Run 1, the metal 3 layer:
(6 px per um) Cells faint in the background.
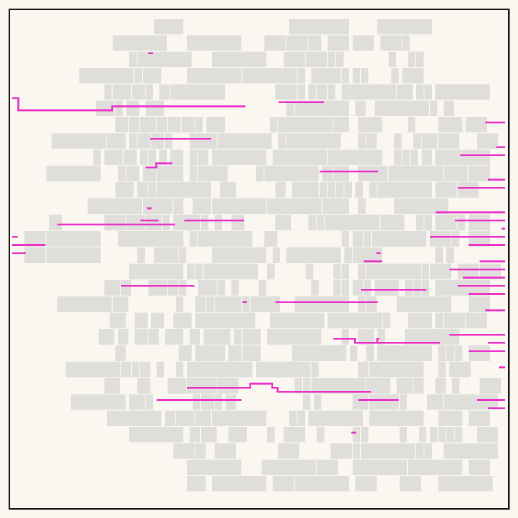
Run 1, metal 1:
(3 px per um) Supply wires on this layer in grey.
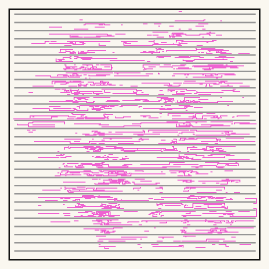
Run 1, clock nets:
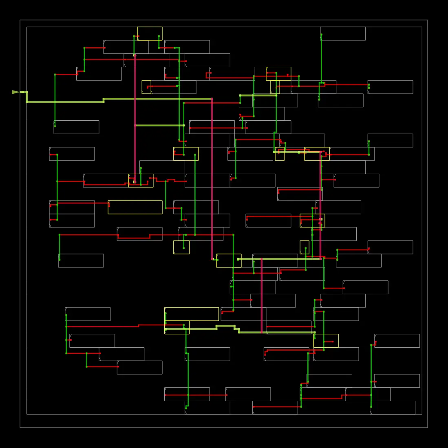
Run 1, local utilization:
(4 px per um) 8 x 8 tiles, from white (low) to dark blue (high), 0 to 100% covered.
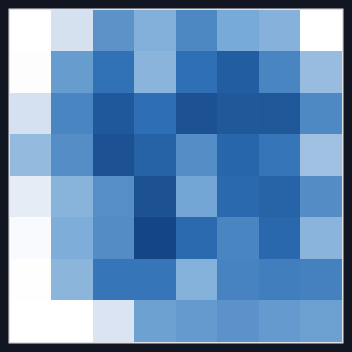
<file path="src/rtl/rgb2raw_bayer_mosaic_if.sv">
// Pixel stream bundle for the RGB -> Bayer re-mosaic block: RGB input with strobes,
// single-channel raw output with strobes and framing-error pulses.
interface rgb2raw_bayer_mosaic_if #(
  parameter int DATA_WIDTH = 8
);
  logic [DATA_WIDTH-1:0] r_data;
  logic [DATA_WIDTH-1:0] g_data;
  logic [DATA_WIDTH-1:0] b_data;
  logic                  data_valid;
  logic                  data_sop;
  logic                  data_eop;

  logic [DATA_WIDTH-1:0] raw_data;
  logic                  raw_valid;
  logic                  raw_sop;
  logic                  raw_eop;
  logic                  raw_sof;
  logic                  len_err;
  logic                  sop_err;

  modport master (
    output r_data, g_data, b_data, data_valid, data_sop, data_eop,
    input  raw_data, raw_valid, raw_sop, raw_eop, raw_sof, len_err, sop_err
  );

  modport slave (
    input  r_data, g_data, b_data, data_valid, data_sop, data_eop,
    output raw_data, raw_valid, raw_sop, raw_eop, raw_sof, len_err, sop_err
  );
endinterface

</file>
<file path="src/rtl/rgb2raw_bayer_mosaic.sv">
// Re-mosaics a full-RGB pixel stream into an RGGB Bayer raw stream (2-clock latency),
// tracking line/column position and pulsing framing errors alongside the offending sample.
module rgb2raw_bayer_mosaic #(
  parameter int DATA_WIDTH = 8,
  parameter int PIXELS     = 1280,
  parameter int LINES      = 720
) (
  input  logic                         clk,
  input  logic                         reset,
  rgb2raw_bayer_mosaic_if.slave        bus
);
  localparam int COL_W  = $clog2(PIXELS + 1);
  localparam int LINE_W = (LINES > 1) ? $clog2(LINES) : 1;
  localparam logic [COL_W-1:0]  COL_LAST  = COL_W'(PIXELS - 1);
  localparam logic [COL_W-1:0]  COL_SAT   = COL_W'(PIXELS);
  localparam logic [LINE_W-1:0] LINE_LAST = LINE_W'(LINES - 1);

  typedef enum logic [1:0] {S_IDLE, S_LINE, S_GAP} state_t;

  state_t              r_state, w_state_nxt;
  logic [COL_W-1:0]    r_col_cnt, w_col_cnt_nxt, w_pix_col;
  logic [LINE_W-1:0]   r_line_cnt, w_line_cnt_nxt;
  logic                r_col_par, w_col_par_nxt, w_pix_cpar;
  logic                w_accept, w_sop_err, w_len_err, w_sof;

  logic                  r_vld_p0, r_sop_p0, r_eop_p0, r_sof_p0;
  logic                  r_lerr_p0, r_serr_p0, r_lpar_p0, r_cpar_p0;
  logic [DATA_WIDTH-1:0] r_r_p0, r_g_p0, r_b_p0;

  logic                  r_vld_p1, r_sop_p1, r_eop_p1, r_sof_p1;
  logic                  r_lerr_p1, r_serr_p1;
  logic [DATA_WIDTH-1:0] r_raw_p1;

  function automatic logic [DATA_WIDTH-1:0] bayer_sel(
    input logic                  lpar,
    input logic                  cpar,
    input logic [DATA_WIDTH-1:0] r,
    input logic [DATA_WIDTH-1:0] g,
    input logic [DATA_WIDTH-1:0] b
  );
    logic [DATA_WIDTH-1:0] sel;
    case ({lpar, cpar})
      2'b00:   sel = r;
      2'b11:   sel = b;
      default: sel = g;
    endcase
    return sel;
  endfunction

  // Column parity is kept separately so it keeps alternating past the saturated column count.
  always_comb begin
    w_state_nxt    = r_state;
    w_col_cnt_nxt  = r_col_cnt;
    w_line_cnt_nxt = r_line_cnt;
    w_col_par_nxt  = r_col_par;
    w_pix_col      = r_col_cnt;
    w_pix_cpar     = r_col_par;
    w_accept       = 1'b0;
    w_sop_err      = 1'b0;
    w_len_err      = 1'b0;
    w_sof          = 1'b0;
    if (bus.data_valid) begin
      if (bus.data_sop) begin
        w_accept   = 1'b1;
        w_sop_err  = (r_state == S_LINE);
        w_pix_col  = '0;
        w_pix_cpar = 1'b0;
        w_sof      = (r_line_cnt == '0);
      end else if (r_state == S_LINE) begin
        w_accept = 1'b1;
      end else begin
        w_sop_err = 1'b1;
      end
    end
    if (w_accept) begin
      w_state_nxt   = S_LINE;
      w_col_cnt_nxt = (w_pix_col == COL_SAT) ? COL_SAT : w_pix_col + COL_W'(1);
      w_col_par_nxt = ~w_pix_cpar;
      if (bus.data_eop) begin
        w_len_err = (w_pix_col != COL_LAST);
        if (r_line_cnt == LINE_LAST) begin
          w_state_nxt    = S_IDLE;
          w_line_cnt_nxt = '0;
        end else begin
          w_state_nxt    = S_GAP;
          w_line_cnt_nxt = r_line_cnt + LINE_W'(1);
        end
      end else begin
        w_len_err = (w_pix_col == COL_LAST);
      end
    end
  end

  always_ff @(posedge clk or posedge reset) begin
    if (reset) r_state <= S_IDLE;
    else       r_state <= w_state_nxt;
  end

  always_ff @(posedge clk or posedge reset) begin
    if (reset) begin
      r_col_cnt  <= '0;
      r_line_cnt <= '0;
      r_col_par  <= 1'b0;
    end else begin
      r_col_cnt  <= w_col_cnt_nxt;
      r_line_cnt <= w_line_cnt_nxt;
      r_col_par  <= w_col_par_nxt;
    end
  end

  // Stage 0: capture components, position parity and strobes of the accepted pixel.
  always_ff @(posedge clk or posedge reset) begin
    if (reset) begin
      r_vld_p0  <= 1'b0;
      r_sop_p0  <= 1'b0;
      r_eop_p0  <= 1'b0;
      r_sof_p0  <= 1'b0;
      r_lerr_p0 <= 1'b0;
      r_serr_p0 <= 1'b0;
      r_lpar_p0 <= 1'b0;
      r_cpar_p0 <= 1'b0;
      r_r_p0    <= '0;
      r_g_p0    <= '0;
      r_b_p0    <= '0;
    end else begin
      r_vld_p0  <= w_accept;
      r_sop_p0  <= w_accept & bus.data_sop;
      r_eop_p0  <= w_accept & bus.data_eop;
      r_sof_p0  <= w_accept & w_sof;
      r_lerr_p0 <= w_len_err;
      r_serr_p0 <= w_sop_err;
      if (w_accept) begin
        r_lpar_p0 <= r_line_cnt[0];
        r_cpar_p0 <= w_pix_cpar;
        r_r_p0    <= bus.r_data;
        r_g_p0    <= bus.g_data;
        r_b_p0    <= bus.b_data;
      end
    end
  end

  // Stage 1: Bayer select; raw_data holds its last value across invalid cycles.
  always_ff @(posedge clk or posedge reset) begin
    if (reset) begin
      r_vld_p1  <= 1'b0;
      r_sop_p1  <= 1'b0;
      r_eop_p1  <= 1'b0;
      r_sof_p1  <= 1'b0;
      r_lerr_p1 <= 1'b0;
      r_serr_p1 <= 1'b0;
      r_raw_p1  <= '0;
    end else begin
      r_vld_p1  <= r_vld_p0;
      r_sop_p1  <= r_sop_p0;
      r_eop_p1  <= r_eop_p0;
      r_sof_p1  <= r_sof_p0;
      r_lerr_p1 <= r_lerr_p0;
      r_serr_p1 <= r_serr_p0;
      if (r_vld_p0) r_raw_p1 <= bayer_sel(r_lpar_p0, r_cpar_p0, r_r_p0, r_g_p0, r_b_p0);
    end
  end

  assign bus.raw_data  = r_raw_p1;
  assign bus.raw_valid = r_vld_p1;
  assign bus.raw_sop   = r_sop_p1;
  assign bus.raw_eop   = r_eop_p1;
  assign bus.raw_sof   = r_sof_p1;
  assign bus.len_err   = r_lerr_p1;
  assign bus.sop_err   = r_serr_p1;
endmodule

</file>
<file path="src/flat_wrapper.sv">
// flat-port wrapper written by rule: the top's interface ports become plain ports
module rgb2raw_bayer_mosaic_flat 
#(
  parameter int DATA_WIDTH = 8,
  parameter int PIXELS     = 1280,
  parameter int LINES      = 720
)
  (clk, reset, bus_r_data, bus_g_data, bus_b_data, bus_data_valid, bus_data_sop, bus_data_eop, bus_raw_data, bus_raw_valid, bus_raw_sop, bus_raw_eop, bus_raw_sof, bus_len_err, bus_sop_err);
  rgb2raw_bayer_mosaic_if #(.DATA_WIDTH(DATA_WIDTH)) bus_i ();
  input  logic clk;
  input  logic reset;
  input wire logic [$bits(bus_i.r_data)-1:0] bus_r_data;
  input wire logic [$bits(bus_i.g_data)-1:0] bus_g_data;
  input wire logic [$bits(bus_i.b_data)-1:0] bus_b_data;
  input wire logic [$bits(bus_i.data_valid)-1:0] bus_data_valid;
  input wire logic [$bits(bus_i.data_sop)-1:0] bus_data_sop;
  input wire logic [$bits(bus_i.data_eop)-1:0] bus_data_eop;
  output wire logic [$bits(bus_i.raw_data)-1:0] bus_raw_data;
  output wire logic [$bits(bus_i.raw_valid)-1:0] bus_raw_valid;
  output wire logic [$bits(bus_i.raw_sop)-1:0] bus_raw_sop;
  output wire logic [$bits(bus_i.raw_eop)-1:0] bus_raw_eop;
  output wire logic [$bits(bus_i.raw_sof)-1:0] bus_raw_sof;
  output wire logic [$bits(bus_i.len_err)-1:0] bus_len_err;
  output wire logic [$bits(bus_i.sop_err)-1:0] bus_sop_err;
  assign bus_i.r_data = bus_r_data;
  assign bus_i.g_data = bus_g_data;
  assign bus_i.b_data = bus_b_data;
  assign bus_i.data_valid = bus_data_valid;
  assign bus_i.data_sop = bus_data_sop;
  assign bus_i.data_eop = bus_data_eop;
  assign bus_raw_data = bus_i.raw_data;
  assign bus_raw_valid = bus_i.raw_valid;
  assign bus_raw_sop = bus_i.raw_sop;
  assign bus_raw_eop = bus_i.raw_eop;
  assign bus_raw_sof = bus_i.raw_sof;
  assign bus_len_err = bus_i.len_err;
  assign bus_sop_err = bus_i.sop_err;
  rgb2raw_bayer_mosaic #(.DATA_WIDTH(DATA_WIDTH), .PIXELS(PIXELS), .LINES(LINES)) u_core (.clk(clk), .reset(reset), .bus(bus_i));
endmodule
</file>
<file path="config.mk">
export PLATFORM = sky130hd
export DESIGN_NAME = rgb2raw_bayer_mosaic_flat
export DESIGN_NICKNAME = d
export VERILOG_FILES = /design/src/rtl/rgb2raw_bayer_mosaic_if.sv /design/src/rtl/rgb2raw_bayer_mosaic.sv /design/src/flat_wrapper.sv
export SDC_FILE = /design/constraint.sdc
export NUM_CORES = 1
export LEC_CHECK = 0
export CAP_MARGIN = 20
export CORE_UTILIZATION = 47
export CTS_CLUSTER_DIAMETER = 200
export CTS_CLUSTER_SIZE = 25
export DETAILED_ROUTE_END_ITERATION = 6
export GPL_TIMING_DRIVEN = 0
export MAX_ROUTING_LAYER = met4
export PLACE_DENSITY = 0.73
export SETUP_SLACK_MARGIN = 0.2
export SLEW_MARGIN = 10
export SYNTH_ARGS = -nofsm -noshare
export SYNTH_HDL_FRONTEND = slang
export SYNTH_SLANG_ARGS = --single-unit
</file>
<file path="constraint.sdc">
create_clock -name clk -period 5.5 [get_ports clk]
set_clock_uncertainty 0.15 [all_clocks]
set_input_delay 1.1 -clock clk [delete_from_list [all_inputs] [get_ports clk]]
set_output_delay 1.1 -clock clk [all_outputs]
set_load 0.02 [all_outputs]
</file>
==> Changelog: implementation, run 1 <==
## Flow update

- Outcome: complete, no violations
- Register area: 0.001752 mm2
- WHS Path Cells: 0
- Tap Count: 77
- Worst R2R End: u_core.r_g_p0[5]
- Die Y: 83.03 um
- Crit Path Category: input port to flip-flop
- HP Start: u_core.r_lerr_p0
- Clk pin slew, worst setup/hold paths: 0.08 ns
- Layout area overhead: 24.61%
- Fmax: 304.7 MHz
- Total GRT Usage: 20.34%
- Hold-fix buffers at CTS: 0
- CTS-repair resized insts: 0
- Row cnt: 29
- VDD IR-drop max: 212.5 uV
- Critical-path maximum fanout: 10
- Compound Share, Synth: 10.14%
- Die X: 83.03 um
- Most numerous logic cell after layout: nand2_1
- WP depth: 10
- Vias in the first global route: 2,280
- Yosys stat area: 0.003085 mm2
- R2R depth: 9
- Met2 WL: 2997 um
- Sequential element share of the synthesized area: 56.77%
- Iteration-0 DRC Markers: 88
- Share of layout cells above drive strength 1: 8.943%
- M1 WL: 2978 um
- Synth top cells by count: nand2_1 (95), dfrtp_1 (70), nor2_1 (16), o21ai_0 (16), inv_1 (11)
- Mapped Nets: 345
- MUX share of area: 2.920%
- Pwr Density: 401.5 mW/mm2
- FFs w/ async S/R, synth: 100.0%
- Pre-antenna DRT Iters: 5
- Final instance area: 0.003845 mm2
- Setup crit end kind: flip-flop
- Period minus WS final: 3.282 ns
- XOR Share, Synth: 2.555%
- Dominant comb cell: simple AND/OR/NAND/NOR gates
- Number of post-CTS setup repair buffers: 0
- Synthesized instance count: 310
- Fin Hold WS: 0.1976 ns
- Top class by area: registers
- Buffer share of cell area: 13.05%
- Dpl cells: 430
- Inverters: 11
- Fin crit share: 59.67%
- Yosys stat cell total: 310
- Post-synth top area share: 56.77%
- Crit path to: u_core.r_g_p0[5]
- Initial antenna violation count: 0
- Number of logic gates: 217
- PortBufs: 42
- Tot Pwr: 0.001544 W
- Registers, synthesis: 70
- Avg Inst Size Synth: 9.953 um2
- CP max-delay cell: clkdlybuf4s50_1
- Combinational Area: 0.001239 mm2
- Placed instance area: 0.003632 mm2
- RR Startpoint: u_core.r_state[1]
- CTS Sinks: 70
- Worst slew pin tran: 0.5361 ns
- Top sig layer: met4
- Tool Warnings: 28
- HP Class: flip-flop to flip-flop
- Drc violations: 0
- Routability cong.: 0.8378
- Clock buffer depth: 2
- DR vias/cell: 5.419
- Vias post-DR: 2,417
- Non-Clock Buffer Count: 55
- Sequential cell area share: 45.56%
- Worst slack, placed: 1.882 ns
- Max stage delay on crit path: 0.53 ns
- Non-filler cells, final: 446
- Pin count of the biggest net entering global routing: 53
- H-tree Lvls: 3
- Crit. Startpoint: bus_data_sop
- Max-Cap Viols: 0
- Post-DP HPWL: 4376 um
- Final hold violations: 0
- Post-synthesis cell area: 0.003085 mm2
- Post-Synth Simple-Gate Area: 22.10%
- # fillers: 510
- Number of flops mapped to enable cells by yosys: 0
- GRT overflow: 0
- Worst Path Buf+Inv: 6
About 'the metal 3 layer':
main direction	horizontal
share of all routed wire	5.4%
wire length on this layer	347 um

About 'metal 1':
share of all routed wire	46%
wire length on this layer	2,980 um
main direction	horizontal

About 'clock nets':
clk_buf instances: 9
num sequential: 70

About 'local utilization':
mean over tiles	54%
emptiest ninth of the die	lower left
fullest tile	92%
densest ninth of the die	centre
tiles over 75% full	23%
nearly empty tiles	9.4%
final core utilization: 60.55%
fp_density: 48.59%
core footprint: 0.006350 mm2

-- run 1: power breakdown --
part / total, W / internal, W / switching (W) / leakage, nW
logic: 0.000390 / 0.000185 / 0.000205 / 0.865
clock network: 0.000450 / 0.000253 / 0.000197 / 0.113
registers: 0.000704 / 0.000619 / 0.0000850 / 0.895
total: 0.00154 / 0.00106 / 0.000487 / 1.87
-- run 1: routing by layer --
layer | up-vias | track usage, %
met5 | - | -
met1 | 1188 | 25.23
met3 | 12 | 5.865
li1 | 1155 | -
met2 | 62 | 31.00
met4 | 0 | 9.248
-- run 1: registers in the layout, indices dropped and copies added (netlist names), 2 cells and up --
signal,count
u_core.r_col_cnt,11
u_core.r_line_cnt,10
u_core.bus.raw_data,8
u_core.r_b_p0,8
u_core.r_g_p0,8
u_core.r_r_p0,8
u_core.r_state,2
Run 1, clock network drawn from the DEF:
(4 px per um)
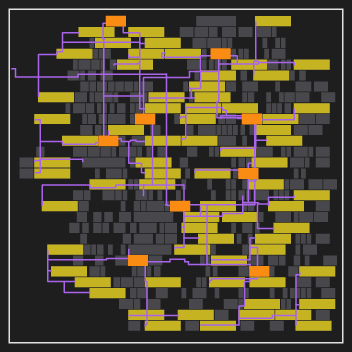

==> inputs of run 2 (changes only) <==
clock period = 3.1 ns   (was 5.5 ns; I/O delays follow)
Run 2, clock network drawn from the DEF:
(4 px per um)
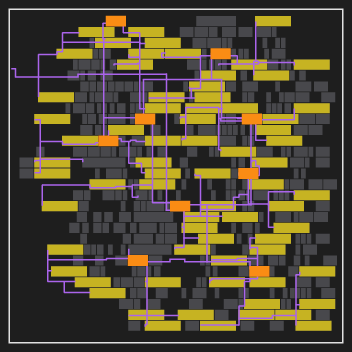
[clock wires] purple | length: 909 um
[cells driving clock nets] orange | count: 9
[flip-flops] yellow | count: 70
flops lie	all over the die
clock power share: 29.1%
Clk power: 0.000796 W
Latency at later pin: 0.35 ns

Run 2, local utilization:
(4 px per um) 8 x 8 tiles, from white (low) to dark blue (high), 0 to 100% covered.
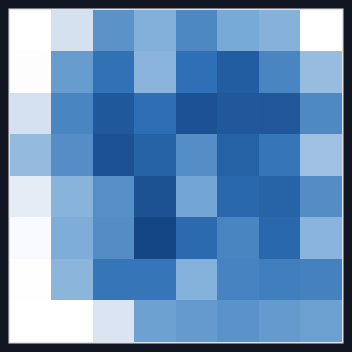
final core utilization: 60.59%

==> run 2 against run 1 <==
Non-clock buffer count stayed put. Die area stayed put. Total power is 77% higher. Critical path depth stayed put. Clock-buffer cell count stayed put. First-iteration DRC count is 24% higher. Critical path type unchanged. Largest power group unchanged.
==> Changelog: implementation, run 2 <==
## Flow update

- Die Y: 83.03 um (unchanged)
- Row cnt: 29 (unchanged)
- Comb pwr: 0.000693 W (+78%)
- Layout area overhead: 24.70% (about the same)
- Clock buffer depth: 2 (unchanged)
- GRT met2 Usage: 31.00% (unchanged)
- Internal power: 0.001876 W (+77%)
- Dpl cells: 430 (unchanged)
- Routability cong.: 0.8378 (unchanged)
- Crit path to: u_core.r_g_p0[5]
- Tot Pwr: 0.002739 W (+77%)
- Avg Inst Size Synth: 9.953 um2 (unchanged)
- Top flop regs: u_core.r_col_cnt: 11 flops, u_core.r_line_cnt: 10 flops
- Die X: 83.03 um (unchanged)
- Yosys stat cell total: 310 (unchanged)
- WHS Path Cells: 0 (unchanged)
- Vias in the first global route: 2,280 (unchanged)
- Critical-path maximum fanout: 10 (unchanged)
- Gr busiest metal: met2
- Post-synthesis cell area: 0.003085 mm2 (unchanged)
- HP Class: flip-flop to flip-flop
- VDD IR-drop max: 376.0 uV (+77%)
- H-tree Lvls: 3 (unchanged)
- Pwr Density: 711.8 mW/mm2 (+77%)
- Period minus WS final: 2.672 ns
- Synthesized instance count: 310 (unchanged)
- Outcome: complete, no violations
- Register area: 0.001752 mm2 (unchanged)
- Crit Path Category: input port to flip-flop
- Top Consumer: registers
- Worst slack, placed: -0.03767 ns (-1.920 ns)
- Largest reg by FF count: u_core.r_col_cnt
- Number of flops mapped to enable cells by yosys: 0 (unchanged)
- Most numerous logic cell after layout: nand2_1
- Clk pin slew, worst setup/hold paths: 0.07 ns (about the same)
- Non-filler cells, final: 446 (unchanged)
- Mapped Nets: 345 (unchanged)
- Fin Hold WS: 0.1980 ns (+0.0004310 ns)
- R2R depth: 9 (unchanged)
- Drc violations: 0 (unchanged)
- Yosys stat area: 0.003085 mm2 (unchanged)
- Worst Path Buf+Inv: 6 (unchanged)
- Comb pwr share: 25.3% (about the same)
- Iteration-0 DRC Markers: 109 (+24%)
- Flip-flop count of the largest register after layout: 11 (unchanged)
- Met3 GRT Util: 5.865% (unchanged)
- DR vias/cell: 5.446 (+0.50%)
- HP Start: u_core.r_eop_p0
Run 2, clock nets:
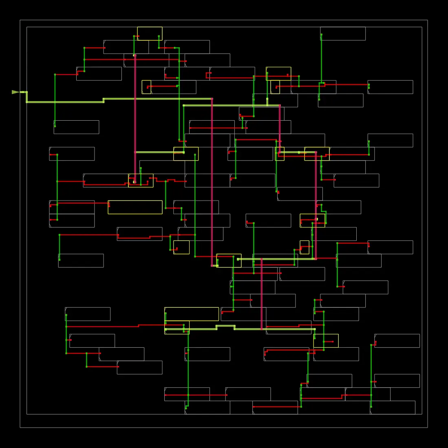
CTS Sinks: 70
total CTS buffers: 9

==> run 2: cells by family (layout without fill, tap and decap cells) <==
group / Yosys count / after routing / share of synthesized area, %
simple gates: 151 / 151 / 22.10
flops: 70 / 70 / 56.77
compound gates: 43 / 43 / 10.14
buf+inv: 23 / 82 / 3.082
xor+xnor: 9 / 9 / 2.555
mux: 8 / 8 / 2.920
fa+ha+maj: 6 / 6 / 2.433
==> run 2: layout make-up <==
type,count,share of cell area [%]
inverter,11,1.138
clock inverter,7,2.309
buffer,12,1.463
clock buffer,9,3.220
multi-input combinational,217,32.20
tap,77,2.504
timing repair buffer,43,11.64
sequential,70,45.53
==> run 2: timing repair <==
item | CTS | global route
endpoints found under the setup margin | 0 | 16
hold buffers | 0 | 0
gates resized | 0 | 4
Power is estimated from default activity; no workload was simulated.
